Run 1, cell placement:
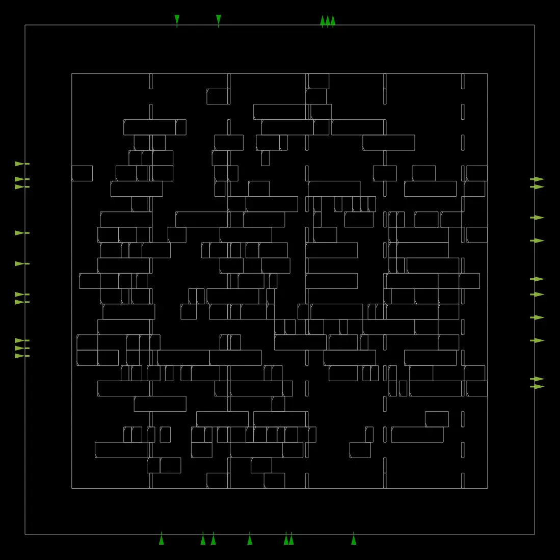
Run 1, zoomed window:
Window x 30 to 60, y 30 to 60 um. Cells in grey, sequential cells in the stronger grey; small squares are vias.
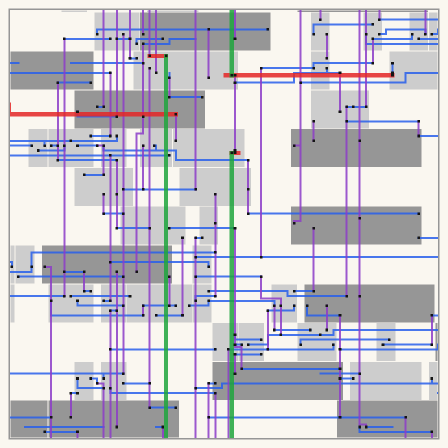
Run 1, gate families picked out:
(4 px per um)
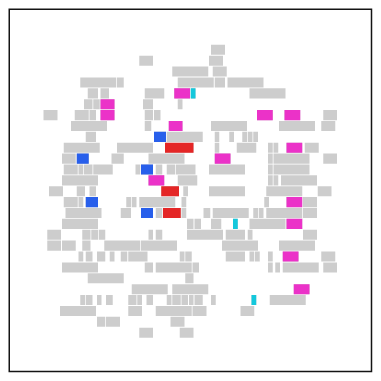
**config.mk**
```make
export PLATFORM = sky130hd
export DESIGN_NAME = serial_adder
export DESIGN_NICKNAME = d
export VERILOG_FILES = /design/src/rtl/serial_adder.sv
export SDC_FILE = /design/constraint.sdc
export NUM_CORES = 1
export LEC_CHECK = 0
export CAP_MARGIN = 15
export CORE_MARGIN = 8
export CORE_UTILIZATION = 30
export CTS_CLUSTER_SIZE = 14
export DETAILED_ROUTE_END_ITERATION = 7
export GPL_TIMING_DRIVEN = 0
export PLACE_DENSITY = 0.47
export RECOVER_POWER = 50
export SLEW_MARGIN = 10
export SYNTH_ARGS = -nofsm -noshare
export SYNTH_HDL_FRONTEND = slang
export SYNTH_SLANG_ARGS = --single-unit
```
**constraint.sdc**
```tcl
create_clock -name clk -period 4.3 [get_ports clk]
set_input_delay 0.86 -clock clk [delete_from_list [all_inputs] [get_ports clk]]
set_output_delay 0.86 -clock clk [all_outputs]
set_load 0.005 [all_outputs]
```
**src/rtl/serial_adder.sv**
```systemverilog
// Bit-serial adder: one full-adder cell and a carry flop add two WIDTH-bit
// operands LSB first, one bit per clock, then present {C_out, S} with a done pulse.
module serial_adder #(
  parameter int WIDTH = 8
) (
  input  logic             clk,
  input  logic             reset,
  input  logic             start,
  input  logic [WIDTH-1:0] A,
  input  logic [WIDTH-1:0] B,
  output logic [WIDTH-1:0] S,
  output logic             C_out,
  output logic             busy,
  output logic             done,
  output logic [1:0]       dbg_state_o
);

  localparam int CW = (WIDTH > 2) ? $clog2(WIDTH) : 1;
  localparam logic [CW-1:0] LAST_BIT = CW'(WIDTH - 1);

  typedef enum logic [1:0] {
    IDLE = 2'd0,
    RUN  = 2'd1,
    DONE = 2'd2
  } state_e;

  state_e           state_q;
  logic [WIDTH-1:0] a_q;
  logic [WIDTH-1:0] b_q;
  logic [WIDTH-1:0] res_q;
  logic [WIDTH-1:0] s_q;
  logic             c_q;
  logic             cout_q;
  logic             busy_q;
  logic             done_q;
  logic [CW-1:0]    cnt_q;

  // Full-adder cell on the current LSBs and the carry flop.
  logic             sum_d;
  logic             carry_d;
  logic [WIDTH-1:0] res_d;

  always_comb begin
    sum_d   = a_q[0] ^ b_q[0] ^ c_q;
    carry_d = (a_q[0] & b_q[0]) | (a_q[0] & c_q) | (b_q[0] & c_q);
    res_d   = {sum_d, res_q[WIDTH-1:1]};
  end

  // Handshake: start is a level sampled only in IDLE or DONE; once accepted,
  // busy stays high for exactly WIDTH cycles and done then pulses for one
  // cycle while S/C_out already hold the new result.
  always_ff @(posedge clk or posedge reset) begin
    if (reset) begin
      state_q <= IDLE;
      a_q     <= '0;
      b_q     <= '0;
      res_q   <= '0;
      s_q     <= '0;
      c_q     <= 1'b0;
      cout_q  <= 1'b0;
      busy_q  <= 1'b0;
      done_q  <= 1'b0;
      cnt_q   <= '0;
    end else begin
      case (state_q)
        IDLE, DONE: begin
          done_q <= 1'b0;
          if (start) begin
            a_q     <= A;
            b_q     <= B;
            c_q     <= 1'b0;
            cnt_q   <= '0;
            busy_q  <= 1'b1;
            state_q <= RUN;
          end else begin
            busy_q  <= 1'b0;
            state_q <= IDLE;
          end
        end
        RUN: begin
          a_q   <= a_q >> 1;
          b_q   <= b_q >> 1;
          c_q   <= carry_d;
          res_q <= res_d;
          cnt_q <= cnt_q + CW'(1);
          if (cnt_q == LAST_BIT) begin
            s_q     <= res_d;
            cout_q  <= carry_d;
            busy_q  <= 1'b0;
            done_q  <= 1'b1;
            state_q <= DONE;
          end
        end
        default: begin
          busy_q  <= 1'b0;
          done_q  <= 1'b0;
          state_q <= IDLE;
        end
      endcase
    end
  end

  assign S           = s_q;
  assign C_out       = cout_q;
  assign busy        = busy_q;
  assign done        = done_q;
  assign dbg_state_o = state_q;

endmodule

```
==> run summary, run 1 <==
run results: status=finished, final reports clean, CP bufs+invs=3, yosys stat area=1650 um2, CP Launch Point=reset, Area Overhead vs Synth=28.8%, Period minus WS final=around 2.6 ns, setup slack after layout=1.74 ns, highest routed layer=met4, slowest stage cell, crit path=clkbuf_1, clk buf depth=2, total grt overflow=0, root buf cell=clkbuf_8, CORE AREA=5410 um2, Synthesized registers=39, pre-CTS WS=2.49 ns, H-tree levels=2, Crit path largest cell delay=0.89 ns, PwrDens=700 nW/um2, initial DRC count=21, GPL Wtd Cong=a little over 0.7, WL met2=1660 um, Rows=27, CP Capture Type=async pin, Clock Sinks=39, GR Util All Layers=9.23%, CP Cell Sequence=dlygate4sd3_1, inv_1, clkbuf_1, cell count listed in synth_stat.txt=147, DRC violations left=0, n_diodes=0, Syn Area/Cell=11.2 um2, io pins=32, Post-synth ARST share=100%, Fin. Hold Viols=0, CP endpoint=a_q[4]$_DFFE_PP0P_, CTS tree=yes, post-cts sizing count=0, R2R Path Start=dbg_state_o[1]$_DFFE_PP0P_, Chip Area=8140 um2, initial antenna violation count=0, final WL=3520 um, routed length on met3=268 um, RSZ-0062 raised after global routing=false, CP arrival=2.80 ns, Clock Pin Slew Worst Setup and Hold Paths=0.07 ns, top_reg_cell synth=dfrtp_1, max-cap viol count=0, cts bufs inserted=5, hold_sp=res_q[1]$_DFFE_PP0P_, R2R Path End=C_out$_DFFE_PP0P_, post-synth cell types=26, routed length per placed instance=13.7 um, Tool Warnings=26, CTS Hold Bufs=0, type of the worst setup path=in -> async, dpl cells=250, R2R Setup Slk=2.64 ns, hpwl dp=2560 um, setup TNS=0 ns, FMAX=390 MHz, EDFF count, synth=0, Max-Slew Margin vs Limit=25.4%, TritonRoute pass-1 iters=4, Setup Skew=0.00319 ns, synthesized net count=between 150 and 200, Post-Synthesis Cells=around 150, cell family with most CP delay=buffers and inverters, crit-path max FO=21, max-slew violations=0, period utilisation layout=about 60%, Die Span X=90.2 um, hold path depth=2, Synth Cell Area=roughly 1700 um2, Synth Warn #=0, via/cell ratio=4.65, Post-DRT Antenna Nets=0, Worst Setup Start Kind=input port, WP depth=3, final setup violation count=0, pin count of the biggest net entering global routing=22, worst-margin pin slew=roughly 1.1 ns, first-pass GRT wire length=6130 um, Static Leakage=0.000948 uW, Required @ worst endpoint=roughly 4.5 ns
Back to the opening pictures, 'cell placement':
fin cells: 257
Util after Layout: 39.4%
Fillers: 554

Back to the opening pictures, 'zoomed window':
| colour | layer |
|---|---|
| green | met4 |
| red | met3 |
| blue | met1 |
| purple | met2 |
cells with their middle in the window: 41
netlist names of flops here include: cnt_q (3)
most frequent: dfrtp_1 (10), nand2_1 (5)
sequential cells in the window: 10

Back to the opening pictures, 'gate families picked out':
| colour | family | cells | most used |
|---|---|---|---|
| red | adder and majority cells | 3 | ha_1 |
| cyan | inverters | 3 | inv_1 |
| magenta | multiplexers | 13 | mux2_1 |
| blue | AND-OR and OR-AND gates | 5 | a22o_1 |
logic share of the area: 28.6%
most instantiated logic cell after routing: dfrtp_1

-- run 1: cell usage in the layout, fill, tap and decap left out --
| cell | n |
|---|---|
| nor2b_2 | 1 |
| nor2b_4 | 1 |
| a22o_1 | 5 |
| o31ai_1 | 1 |
| nor2b_1 | 3 |
| mux2_2 | 1 |
| mux2i_1 | 3 |
| clkbuf_8 | 6 |
| nor2_1 | 13 |
| nand3_1 | 1 |
| dlygate4sd3_1 | 3 |
| o22ai_1 | 11 |
| inv_1 | 3 |
| fa_1 | 1 |
| clkinv_2 | 1 |
| buf_2 | 4 |
| ha_1 | 2 |
| nand2b_4 | 1 |
| clkbuf_1 | 5 |
| nand2_1 | 22 |
| dfrtp_1 | 39 |
| clkdlybuf4s50_1 | 27 |
| buf_4 | 2 |
| nand2b_1 | 1 |
| a21oi_1 | 3 |
| nor3_1 | 11 |
| a211oi_1 | 3 |
| mux2_1 | 9 |
| o21ai_0 | 2 |
-- run 1: synthesized netlist by cell type (2+ instances only) --
master	instances	area [um2]
dfrtp_1	39	976
nand2_1	21	78.8
nor2_1	13	48.8
nor3_1	11	55.1
o22ai_1	11	68.8
mux2_1	9	101
buf_2	7	35.0
a22o_1	5	43.8
a211oi_1	3	22.5
a21oi_1	3	15.0
inv_1	3	11.3
mux2i_1	3	30.0
nor2b_1	3	18.8
buf_4	2	15.0
ha_1	2	25.0
o21ai_0	2	10.0
-- run 1: registers in the layout, indices dropped and copies added (netlist names) --
| register | flops |
|---|---|
| b_q | 8 |
| C_out | 1 |
| S | 8 |
| cnt_q | 3 |
| dbg_state_o | 2 |
| c_q | 1 |
| res_q | 7 |
| a_q | 8 |
| busy | 1 |
-- run 1: final cells by class --
type                    instances  area (um2)  area share (%)
flip-flops and latches         39         976            45.9
clock inverters                 1        5.00           0.235
inverters                       3        11.3           0.529
clock buffers                   6        82.6            3.88
repair buffers                 31         304            14.3
well taps                      72        90.1            4.24
multi-input cells              95         608            28.6
plain buffers                  10        50.0            2.35
-- run 1: layer usage --
layer | up-vias | GRT usage [%]
li1 | 584 | -
met1 | 566 | 10.7
met3 | 8 | 4.49
met5 | - | 0
met2 | 36 | 14.4
met4 | 0 | 3.47
-- run 1: logic make-up (layout without fill, tap and decap cells) --
| logic type | count (synthesis) | count (layout) | share of synthesized area, % |
|---|---|---|---|
| AND/OR/NAND/NOR | 54 | 54 | 15.5 |
| multiplexers | 13 | 13 | 8.64 |
| flip-flops | 39 | 39 | 59.1 |
| AND-OR/OR-AND | 25 | 25 | 10.2 |
| adder cells (fa/ha/maj) | 3 | 3 | 2.73 |
| buffers and inverters | 13 | 51 | 3.94 |
-- run 1: power by group --
group,total (uW),switching [uW],internal [uW]
clock,247,122,126
combinational,593,285,308
sequential,649,107,542
total,1490,513,976
-- run 1: worst reg2reg max path, stage by stage, from the launching register on --
cell	delay, ns
dfrtp_1	0.37
clkbuf_1	0.35
nor2b_4	0.09
nand2_1	0.37
mux2_1	0.37
-- run 1: metrics by stage --
step,hold slack [ns],area (um2)
finish,0.482,2130
global route,0.502,2130
CTS,0.494,2160
detailed placement,0.478,2070
global placement,0.458,2040
floorplan,0.439,1650
## Run 2: what changed since run 1
PLACE_DENSITY = 0.49   (was 0.47)
clock period = 2.3 ns   (was 4.3 ns; I/O delays follow)
==> run 2 against run 1 <==
Synthesized area did not move. Cell area is 1.5% higher. Die area is the same. Global-route usage shrank 0.46 points. Via count is 0.17% higher. Worst setup slack worse by 1.1 ns. Critical path type is now reg -> out. Highest routed layer unchanged.
==> run summary, run 2 <==
run results: M1 WL=between 1500 and 2000 um, Synth area leader=dfrtp_1, nets=roughly 210, HP Class=reg -> reg, Synth Cell Area=1650 um2, Synth Warn #=0, Die Span X=90.2 um, Area leader share=59.1%, worst-margin pin slew=0.968 ns, layout cells sized above 1=10.8%, Syn Area/Cell=about 11 um2, most instantiated logic cell after routing=dfrtp_1, part of the Yosys area used for sequential elements=between 50 and 60%, max-cap viol count=0, post-cts sizing count=0, Setup Skew=0.00347 ns, routed vias=between 1000 and 1500, CP Capture Type=output port, initial DRC count=about 42, period utilisation layout=about three quarters, Tool Warnings=26, routed length on met3=189 um, Post-DRT Antenna Nets=0, final WL=3400 um, Synthesized registers=39, Post-Synthesis Cells=roughly 150, Rows=27, Clock Sinks=39, root buf cell=clkbuf_8, most frequent cells in the layout=dfrtp_1 (39), clkdlybuf4s50_1 (29), nand2_1 (22), clk buf depth=2, RSZ-0062 raised after global routing=false, FMAX=585 MHz, type of the worst setup path=reg -> out, PwrDens=1340 nW/um2, core utilization before placement=30.6%, CP arrival=1.25 ns, max-slew violations=0, synth top area cells=dfrtp_1 (59%), mux2_1 (6.1%), nand2_1 (4.8%), o22ai_1 (4.2%), nor3_1 (3.3%), first-pass GRT wire length=5800 um, Max-Slew Margin vs Limit=between 30% and 40%, status=finished, final reports clean, Chip Area=8140 um2, Post-synth top cells=dfrtp_1 (39), nand2_1 (21), nor2_1 (13), hpwl dp=approximately 2400 um, io pins=32, H-tree levels=2, synthesized net count=169, post-CTS setup buffers=0, Required @ worst endpoint=around 1.8 ns, Worst Setup Start Kind=flop, CTS Hold Bufs=0, port bufs=30, routed length per placed instance=13.2 um, VDD IR max=about 0.44 mV, highest routed layer=met4, yosys stat area=1650 um2, Fin. Hold Viols=0, via/cell ratio=approximately 4.6, n_diodes=0, cell count listed in synth_stat.txt=147, Clock Pin Slew Worst Setup and Hold Paths=0.07 ns, total grt overflow=0, vias in the first global route=between 1000 and 1500, crit-path max FO=3, Design Area, Final=2160 um2, CTS tree=yes, cts bufs inserted=5, pin count of the biggest net entering global routing=40, GR Util All Layers=8.77%, final setup violation count=0, clk latency late pin=0.29 ns, post-synth cell types=26, GPL Wtd Cong=between 0.7 and 0.8, Static Leakage=0.000964 uW, EDFF count, synth=0, die height=90.2 um, Area Overhead vs Synth=30.8%, TritonRoute pass-1 iters=4, Period minus WS final=between 1.5 and 2 ns, top_reg_cell synth=dfrtp_1, WL met2=1560 um, placed cell area=between 2000 and 2500 um2, Post-synth ARST share=100%, Fillers=around 570, setup TNS=0 ns, DRC violations left=0, initial antenna violation count=0, Yosys top cell by instances=dfrtp_1
-- run 2: path summary, 6_finish.rpt --
| check | start | endpoint | slack (ns) | depth (start not counted) |
|---|---|---|---|---|
| min in group asynchronous | reset | res_q[1]$_DFFE_PP0P_ | 0.91 | 3 |
| worst min-delay path | res_q[1]$_DFFE_PP0P_ | res_q[1]$_DFFE_PP0P_ | 0.48 | 2 |
| worst max register to register | dbg_state_o[1]$_DFFE_PP0P_ | S[0]$_DFFE_PP0P_ | 0.62 | 4 |
| worst max-delay path | dbg_state_o[1]$_DFFE_PP0P_ | dbg_state_o[1] | 0.59 | 2 |
| max in group asynchronous | reset | S[5]$_DFFE_PP0P_ | 0.80 | 3 |
| worst min register to register | res_q[1]$_DFFE_PP0P_ | res_q[1]$_DFFE_PP0P_ | 0.48 | 2 |
-- run 2: per-layer routing --
layer	vias up	track usage, %
met2	26	13.7
li1	585	-
met3	6	3.57
met4	0	3.74
met5	-	0
met1	579	10.4
-- run 2: cells by family (layout without fill, tap and decap cells) --
family | count (synthesis) | in the layout | synth area share, %
AND/OR/NAND/NOR | 54 | 54 | 15.5
adder cells (fa/ha/maj) | 3 | 3 | 2.73
multiplexers | 13 | 13 | 8.64
flip-flops | 39 | 39 | 59.1
AND-OR/OR-AND | 25 | 25 | 10.2
buffers and inverters | 13 | 52 | 3.94
-- run 2: per-stage QoR --
stage	std cells	power (uW)	util [%]	hold WS, ns	setup WS, ns
floorplan	147	1920	-	0.439	0.917
global placement	249	2330	37.8	0.460	0.100
detailed placement	250	2360	38.1	0.463	0.784
CTS	258	2960	40.3	0.481	0.565
global route	258	3140	40.0	0.511	0.479
finish	258	2900	40.0	0.477	0.592
-- run 2: where the power goes --
| part | switching, uW | internal, uW |
|---|---|---|
| clock | 232 | 351 |
| combinational | 529 | 581 |
| sequential | 195 | 1010 |
-- run 2: area by class of cell --
type / instances / area [um2] / share of cell area (%)
Clock buffer: 6 / 82.6 / 3.82
Sequential cell: 39 / 976 / 45.2
Buffer: 10 / 51.3 / 2.38
Multi-Input combinational cell: 95 / 608 / 28.2
Tap cell: 72 / 90.1 / 4.17
Inverter: 3 / 11.3 / 0.521
Clock inverter: 2 / 35.0 / 1.62
Timing Repair Buffer: 31 / 305 / 14.1
-- run 2: worst max-delay path, cell delays in order, from the launching register on --
cell	delay [ns]
dfrtp_1	0.37
buf_4	0.11
clkdlybuf4s50_1	0.48
Run 2, cell placement:
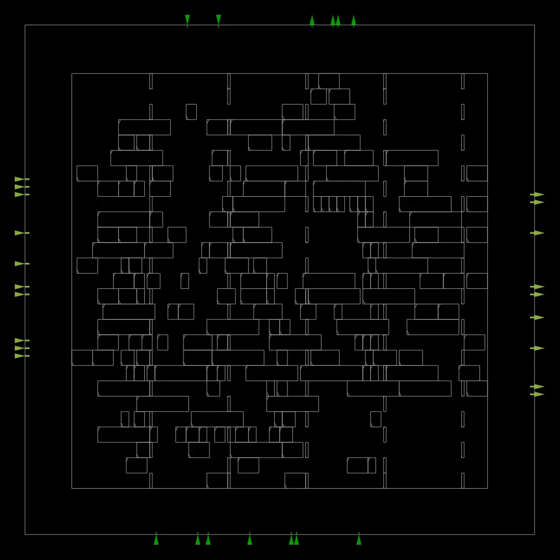
Util after Layout: 40.0%
Seq cells: 39
CORE AREA: 5410 um2
fraction of area in registers: 45.2%
tapcells inserted: 72

Run 2, zoomed window:
Window x 30 to 60, y 30 to 60 um. Cells in grey, sequential cells in the stronger grey; small squares are vias.
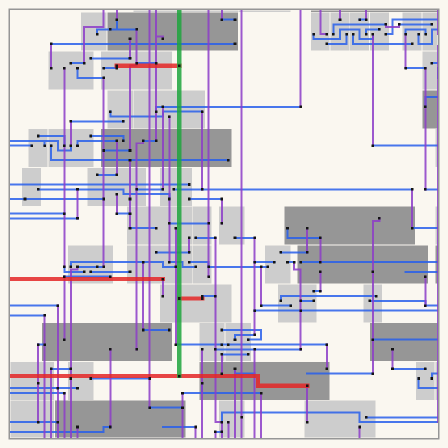
| colour | layer |
|---|---|
| blue | met1 |
| purple | met2 |
| red | met3 |
| green | met4 |
cells with their middle in the window: 43
most frequent: nand2_1 (9), dfrtp_1 (8), clkbuf_8 (5)
netlist names of flops here include: cnt_q (3)
sequential cells in the window: 8

Run 2, routed metal per tile:
(3 px per um) The die is cut into 18 by 18 equal tiles; dark purple is low, yellow is high, scaled to the fullest tile. Values are wire area over tile area, all layers added.
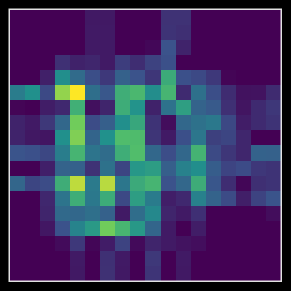
densest ninth of the die: centre
nearly empty tiles: 36%
mean over tiles: 0.066
fullest tile: 0.36
emptiest ninth of the die: north-east

No activity file was given, so power comes from the tool's default toggle rates.
